Run 1, selected gate families:
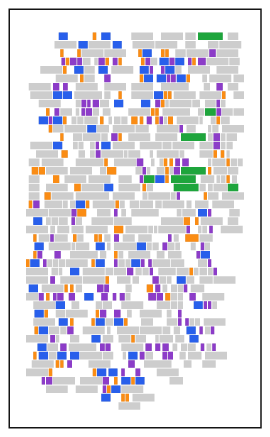
Run 1, the clock network:
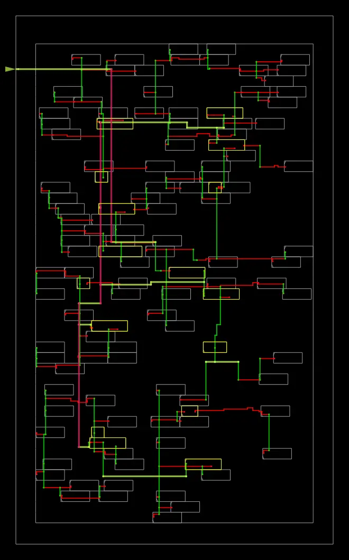
Run 1, cell classes on the final placement:
The bar under the picture is 20 µm long. Fill, decap, tap and diode cells in gray.
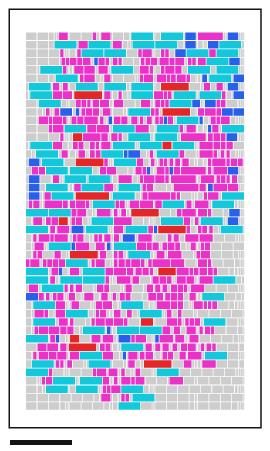
==> config.mk <==
export PLATFORM = sky130hd
export DESIGN_NAME = hex_counter_sseg
export DESIGN_NICKNAME = d
export VERILOG_FILES = /design/src/rtl/hex_counter_sseg_pkg.sv /design/src/rtl/hex_counter_sseg_button_debouncer.sv /design/src/rtl/hex_counter_sseg.sv
export SDC_FILE = /design/constraint.sdc
export NUM_CORES = 1
export LEC_CHECK = 0
export CAP_MARGIN = 20
export CORE_AREA = 5 5 76 130
export DETAILED_ROUTE_END_ITERATION = 16
export DIE_AREA = 0 0 81 135
export GPL_TIMING_DRIVEN = 0
export PLACE_DENSITY_LB_ADDON = 0.3
export SLEW_MARGIN = 20
export SYNTH_ARGS = -nofsm -noshare
export SYNTH_HDL_FRONTEND = slang
export SYNTH_HIERARCHICAL = 1
export SYNTH_SLANG_ARGS = --single-unit
==> constraint.sdc <==
create_clock -name clk -period 3.5 [get_ports clk]
set_clock_uncertainty 0.1 [all_clocks]
set_input_delay 0.35 -clock clk [delete_from_list [all_inputs] [get_ports clk]]
set_output_delay 0.35 -clock clk [all_outputs]
set_load 0.005 [all_outputs]
==> results.yml, run 1 <==
# generated from flow reports
run_status:
  outcome: "complete, no violations"
die:
  chipArea_mm2: 0.01094
  die.size.y_um: 135
  rows: 45
  ios: 22
  fp.dieW_um: 81
  fp_util_pct: 59.32
routing:
  remaining_drc_errors: 0
  wl_met1_mm: 4.066
  via_per_inst: 5.743
  top_layer: "met4"
  drtAntennaViolNets: 0
  met3_length_um: 311
  totalWireLength_mm: 10.97
  drt_iter0_drc: 169
  vias: 4175
  drt-pass1-iter-count: 5
  wl_met2_mm: 6.109
  drt-wirelength-per-cell_um: 15.09
global_routing:
  grt_pass1_wl_mm: 18.31
  grt_start_max_net_pins: 20
  grt_pass1_vias: 4190
  grt_antenna_before_repair: 0
  grt.total_usage_pct: 21.13
  grt_overflow: 0
final_layout:
  n_antenna_cell: 0
  area_growth_pct: 12.92
  largest_reg_flops: 51
  drive_above_1_share_pct: 9.180
  nets: 640
  lay_top_cells: "dfxtp_1 (103), nor2_1 (77), xor2_1 (48)"
clock_tree:
  cts_setup_buffers: 0
  htreeDepth: 3
  ctsRootBufferMaster: "clkbuf_16"
  post_cts_resized: 0
  hold_buffers: 0
  clkTransAtPathRegs_ps: 80
  tritoncts: "done"
  cts_buffer_depth: 2
timing:
  post-route-min-period_ps: 2876
  slew_violations: 0
  worst_pin_slew_ps: 626.0
  fmax_mhz: 347.7
  rsz0062_at_grt: "false"
  fin_crit_sh_pct: 82.18
  final-setup-viol-count: 0
  tns_ps: 0
  hold_viol_final: 0
  maxSlewHeadroom_pct: 58.11
  worst_hold_slack_ps: 339.9
placement:
  hpwlAfterDp_mm: 8.075
  io_buffers: 20
  routabilityCongestion: 0.8919
flow_run:
  tool_warnings: 32
  drv_cap: 0
critical_path:
  end_kind: "flip-flop"
  crit_arrival_ps: 3010
  worst-r2r-cell-count: 9
  rrSetupSlack_ps: 620
  cp.required_ps: 3630
  critical_path_class: "reg2reg"
  startpoint_type: "flip-flop"
  cp_max_fo: 15
synth:
  ys_warn_count: 13
  syn_area_mm2: 0.005144
  avgSynthCellArea_um2: 8.961
  synth-seq-cells: 103
  syn_inst: 574
  yosysCellCount: 574
  yosys_area_mm2: 0.005144
  synthDistinctLibCells: 52
  synth.net_count: 609
  ys_seq_share_pct: 40.09
power:
  leakage_nw: 2.139
  ir_drop_mv: 0.3235
  power_density_mw_per_mm2: 394.9
hold_path:
  worstHoldPathCells: 1
  hold_class: "reg2reg"
Back to the opening pictures, 'selected gate families':
family	color	cells
nand cells	purple	112
nor cells	orange	92
xor and xnor cells	blue	61
mux cells	green	8
Post-Layout Cell Count: 727
Comb area share: 49.98%
Commonest Layout Cell: dfxtp_1

Back to the opening pictures, 'the clock network':
clk sinks: 103
total CTS buffers: 9
clk_lat worst skew: 350 ps

Back to the opening pictures, 'cell classes on the final placement':
class	color	cells	share of their area
registers	cyan	103	36%
remaining buffers and delay cells	blue	46	6.2%
remaining logic cells	magenta	445	52%
clock drivers and dummy loads	red	16	5.6%
final core area utilization: 66.98%
Core Box Area: 0.008671 mm²

run 1: worst max-delay path: stages, from the launching register on:
cell,delay [ps]
dfxtp_1,350
inv_1,450
ha_1,380
a21o_1,190
a31o_1,200
o2111a_1,250
o41ai_2,380
mux2i_1,260
xnor2_1,130
nor2_1,50
run 1: routing by layer:
layer | vias up | global-route usage (%)
li1 | 2068 | -
met1 | 1984 | 20.05
met2 | 90 | 40.53
met3 | 33 | 3.738
met4 | 0 | 12.12
met5 | - | 0
run 1: area by class of cell:
class,instances,area (µm²)
fillers,720,2863
multi-input cells,437,2903
clock inverters,7,92.59
well taps,117,146.4
clock buffers,9,225.2
flip-flops and latches,103,2062
plain buffers,26,148.9
inverters,8,30.03
repair buffers,20,200.2
run 1: synth_stat cells, drive strengths merged:
cell type	n	area [µm²]
a31oi	6	37.54
inv	8	30.03
nor3b	1	12.51
a31o	3	26.28
nor4	1	6.260
and4bb	3	37.54
nand2	46	172.7
or3b	1	8.760
nand3b	2	15.01
dfxtp	103	2062
a21bo	1	10.01
nor2b	8	50.05
or3	7	43.79
nor3	2	10.01
nor4b	3	26.28
a221o	1	10.01
a211oi	1	7.510
nand2b	9	56.30
o41ai	1	16.27
fa	1	20.02
nand4	24	150.1
mux2i	3	30.03
or4	5	48.79
ha	24	300.3
and2	9	56.30
or2b	3	22.52
and3	18	116.4
a21oi	35	175.2
or2	4	25.03
buf	9	85.08
a21o	4	30.03
o22ai	2	12.51
nor2	77	289.0
o2111a	1	11.26
xnor2	13	113.9
or4b	3	30.03
nand3	31	155.2
clkbuf	17	63.81
o21bai	1	7.510
and4	10	95.09
o21ai	20	133.9
xor2	48	420.4
mux4	5	112.6
run 1: logic make-up after synthesis:
group / synth area share, %
AND/OR/NAND/NOR: 27.75
adder cells (fa/ha/maj): 6.227
AND-OR/OR-AND: 9.293
multiplexers: 2.773
XOR/XNOR: 10.39
buffers and inverters: 3.478
flip-flops: 40.09
run 1: metrics by stage:
step / setup slack (ps) / area [µm²] / std cells / utilization [%] / total power (W)
floorplan: 998.9 / 5144 / 574 / - / 0.001242
global placement: 653.5 / 5490 / 711 / 63.32 / 0.001269
detailed placement: 637.5 / 5490 / 711 / 63.32 / 0.001272
CTS: 623.9 / 5808 / 727 / 66.98 / 0.002312
global route: 497.0 / 5808 / 727 / 66.98 / 0.002364
finish: 623.6 / 5808 / 727 / 66.98 / 0.002294
run 1: power breakdown:
| group | switching, W | leakage [nW] | internal, W |
|---|---|---|---|
| logic | 0.0000258 | 1.15 | 0.0000293 |
| clock network | 0.000478 | 0.155 | 0.000572 |
| registers | 0.00000582 | 0.835 | 0.00118 |
| total | 0.000509 | 2.14 | 0.00178 |
==> run 2: changes to the inputs <==
CORE_AREA = 5 5 80 136   (was 5 5 76 130)
DIE_AREA = 0 0 85 141   (was 0 0 81 135)
clock period = 2.4 ns   (was 3.5 ns; I/O delays follow)
Run 2, cell sizes after repair:
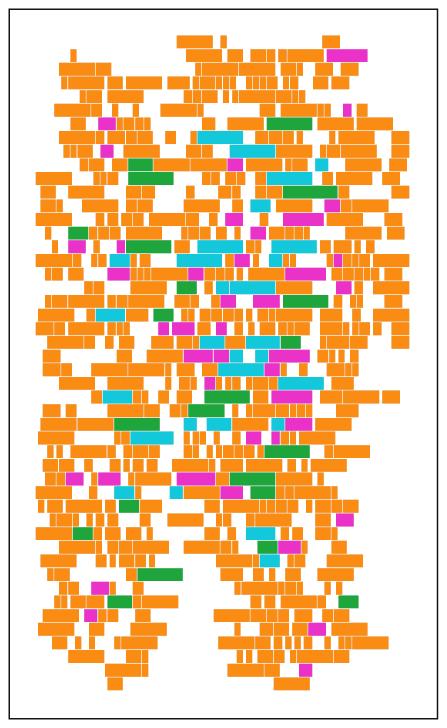
size	color	cells	share
x3 and x4	cyan	28	4.5%
x2	magenta	41	6.6%
x6 and larger	green	22	3.6%
x1 and smaller	orange	528	85%
Layout area overhead: 18.39%
Finished Cell Area: 0.006090 mm²

==> results.yml, run 2 <==
# generated from flow reports
run_status:
  outcome: "finished, violations left"
  violations: "setup timing"
flow_run:
  tool_warnings: 35
  drv_cap: 0
final_layout:
  lay_top_count: "dfxtp_1"
  nets: 649
  drive_above_1_share_pct: 14.70
  lay_top_cells: "dfxtp_1 (101), nor2_1 (77), xor2_1 (48)"
  n_antenna_cell: 0
  fin_cells: 744
  largest_reg_flops: 51
  fill_cells: 837
synth:
  xor_share_pct: 10.39
  ys_seq_share_pct: 40.09
  synth_area_leader_cell: "dfxtp_1"
  dominantRegCellSynth: "dfxtp_1"
  common_cells: "dfxtp_1 (103), nor2_1 (77), xor2_1 (48), nand2_1 (46), a21oi_1 (35)"
  synthMuxAreaShare_pct: 2.773
  simple_gate_share_pct: 27.75
  synthTopLogicFamily: "simple AND/OR/NAND/NOR gates"
  aoi_share_pct: 9.292
  synth-edff-count: 0
  ys_sh_adder_pct: 6.227
  synthDistinctLibCells: 52
  syn_inst: 574
  syn_area_mm2: 0.005144
  avgSynthCellArea_um2: 8.961
  area_leaders: "dfxtp_1 (40%), xor2_1 (8.2%), ha_1 (5.8%), nor2_1 (5.6%), a21oi_1 (3.4%)"
  yosys_area_mm2: 0.005144
  synth.net_count: 609
  synth-seq-cells: 103
  yosysCellCount: 574
  ys_warn_count: 13
  top_area_share_pct: 40.09
  synth_top_cell_by_count: "dfxtp_1"
  ys_async_sr_fraction_pct: 0
timing:
  finalWorstSetupSlack_ps: -177.7
  fin_crit_sh_pct: 107.4
  rsz0062_at_grt: "true"
  slew_violations: 0
  worst_pin_slew_ps: 587.2
  tns_ps: -368.6
  fmax_mhz: 387.9
  final-setup-viol-count: 3
  post-route-min-period_ps: 2578
  hold_viol_final: 0
  maxSlewHeadroom_pct: 60.71
global_routing:
  grt_use_met3_pct: 2.807
  grt_antenna_before_repair: 0
  grt_start_max_net_pins: 17
  grt_pass1_wl_mm: 18.48
  grtUsageMet1_pct: 18.63
  busiest_layer: "met2"
  met2_usage_pct: 36.72
  grt_overflow: 0
  grt_pass1_vias: 4245
  grt.total_usage_pct: 18.78
routing:
  remaining_drc_errors: 0
  drt-wirelength-per-cell_um: 14.98
  vias: 4237
  drtAntennaViolNets: 0
  via_per_inst: 5.695
  drt-pass1-iter-count: 4
  drt_iter0_drc: 297
  totalWireLength_mm: 11.14
critical_path:
  cp_max_fo: 4
  end_kind: "flip-flop"
  worst-r2r-cell-count: 10
  startpoint_type: "flip-flop"
  crit_arrival_ps: 2760
  rrSetupSlack_ps: -180
  critical_path_class: "reg2reg"
  cp.required_ps: 2580
die:
  rows: 48
  ios: 22
  fp.dieW_um: 85
  die.size.y_um: 141
  fp_util_pct: 52.87
  fp.coreArea_mm2: 0.009729
  chipArea_mm2: 0.01199
power:
  power_density_mw_per_mm2: 544.9
  ir_drop_mv: 0.4566
  leakage_nw: 2.225
  power_w: 0.003318
clock_tree:
  cts_buffer_depth: 2
  clock_latency_ps: 340
  clkTransAtPathRegs_ps: 60
  htreeDepth: 3
  hold_buffers: 0
  ctsRootBufferMaster: "clkbuf_16"
  numCtsBuffers: 9
  clock-sinks: 103
  tritoncts: "done"
placement:
  pre_cts_ws_ps: -404.8
  dpl_cell_area_mm2: 0.005573
  hpwlAfterDp_mm: 7.802
  io_buffers: 20
  routabilityCongestion: 0.9982
  place_inst: 719
hold_path:
  hold_class: "reg2reg"
  worstHoldPathCells: 1
## run 2: layer usage
| metal | part of all wire, % | wire [µm] |
|---|---|---|
| met1 | 38 | 4281 |
| met3 | 3.5 | 388 |
| met2 | 55 | 6140 |
| met5 | 0 | 0 |
| met4 | 3.0 | 332 |
## run 2: what timing repair did
action | in CTS | in global routing
endpoints found under the setup margin | 11 | 7
pin swaps | 1 | 4
setup buffers | 7 | 2
gates resized | 13 | 10
## run 2: worst max-delay path: stages, from the launching register on
cell	delay, ps
dfxtp_4	360
clkinvlp_4	150
buf_4	170
ha_2	350
nand2_1	130
nor3b_2	280
nor2_1	150
o21ai_2	180
a31oi_1	140
or4_1	430
nand3_1	80
## run 2: logic make-up (layout without fill, tap and decap cells)
group,Yosys count,after routing
xor gates and xnor gates,61,61
DFF,103,103
buffers and inverters,34,79
muxes,8,8
adders and majority gates,25,25
and+or+nand+nor,267,267
AOI/OAI and AO/OA,76,76
## run 2: cell type report
type	instances	area (µm²)	area share, %
clock buffer	13	270.3	4.438
sequential	103	2067	33.94
tap	125	156.4	2.568
clock inverter	3	40.04	0.6575
buffer	26	148.9	2.445
multi-input combinational	437	3085	50.67
timing repair buffer	29	287.8	4.726
inverter	8	33.78	0.5548
## run 2: stage by stage
| stage | hold slack [ps] | utilization, % |
|---|---|---|
| after global routing | 356.4 | 62.59 |
| after floorplan | 208.8 | - |
| after global placement | 320.4 | 57.28 |
| after CTS | 337.4 | 61.95 |
| final | 340.3 | 62.59 |
| after detailed placement | 331.9 | 57.28 |
## run 2: report_power, final
part           internal [W]  switching, W  leakage, nW
Combinational     0.0000427     0.0000374         1.23
Clock              0.000891      0.000613        0.156
Sequential          0.00173    0.00000862        0.836
Power figures rest on the tool's default switching activity, not on a simulated workload.
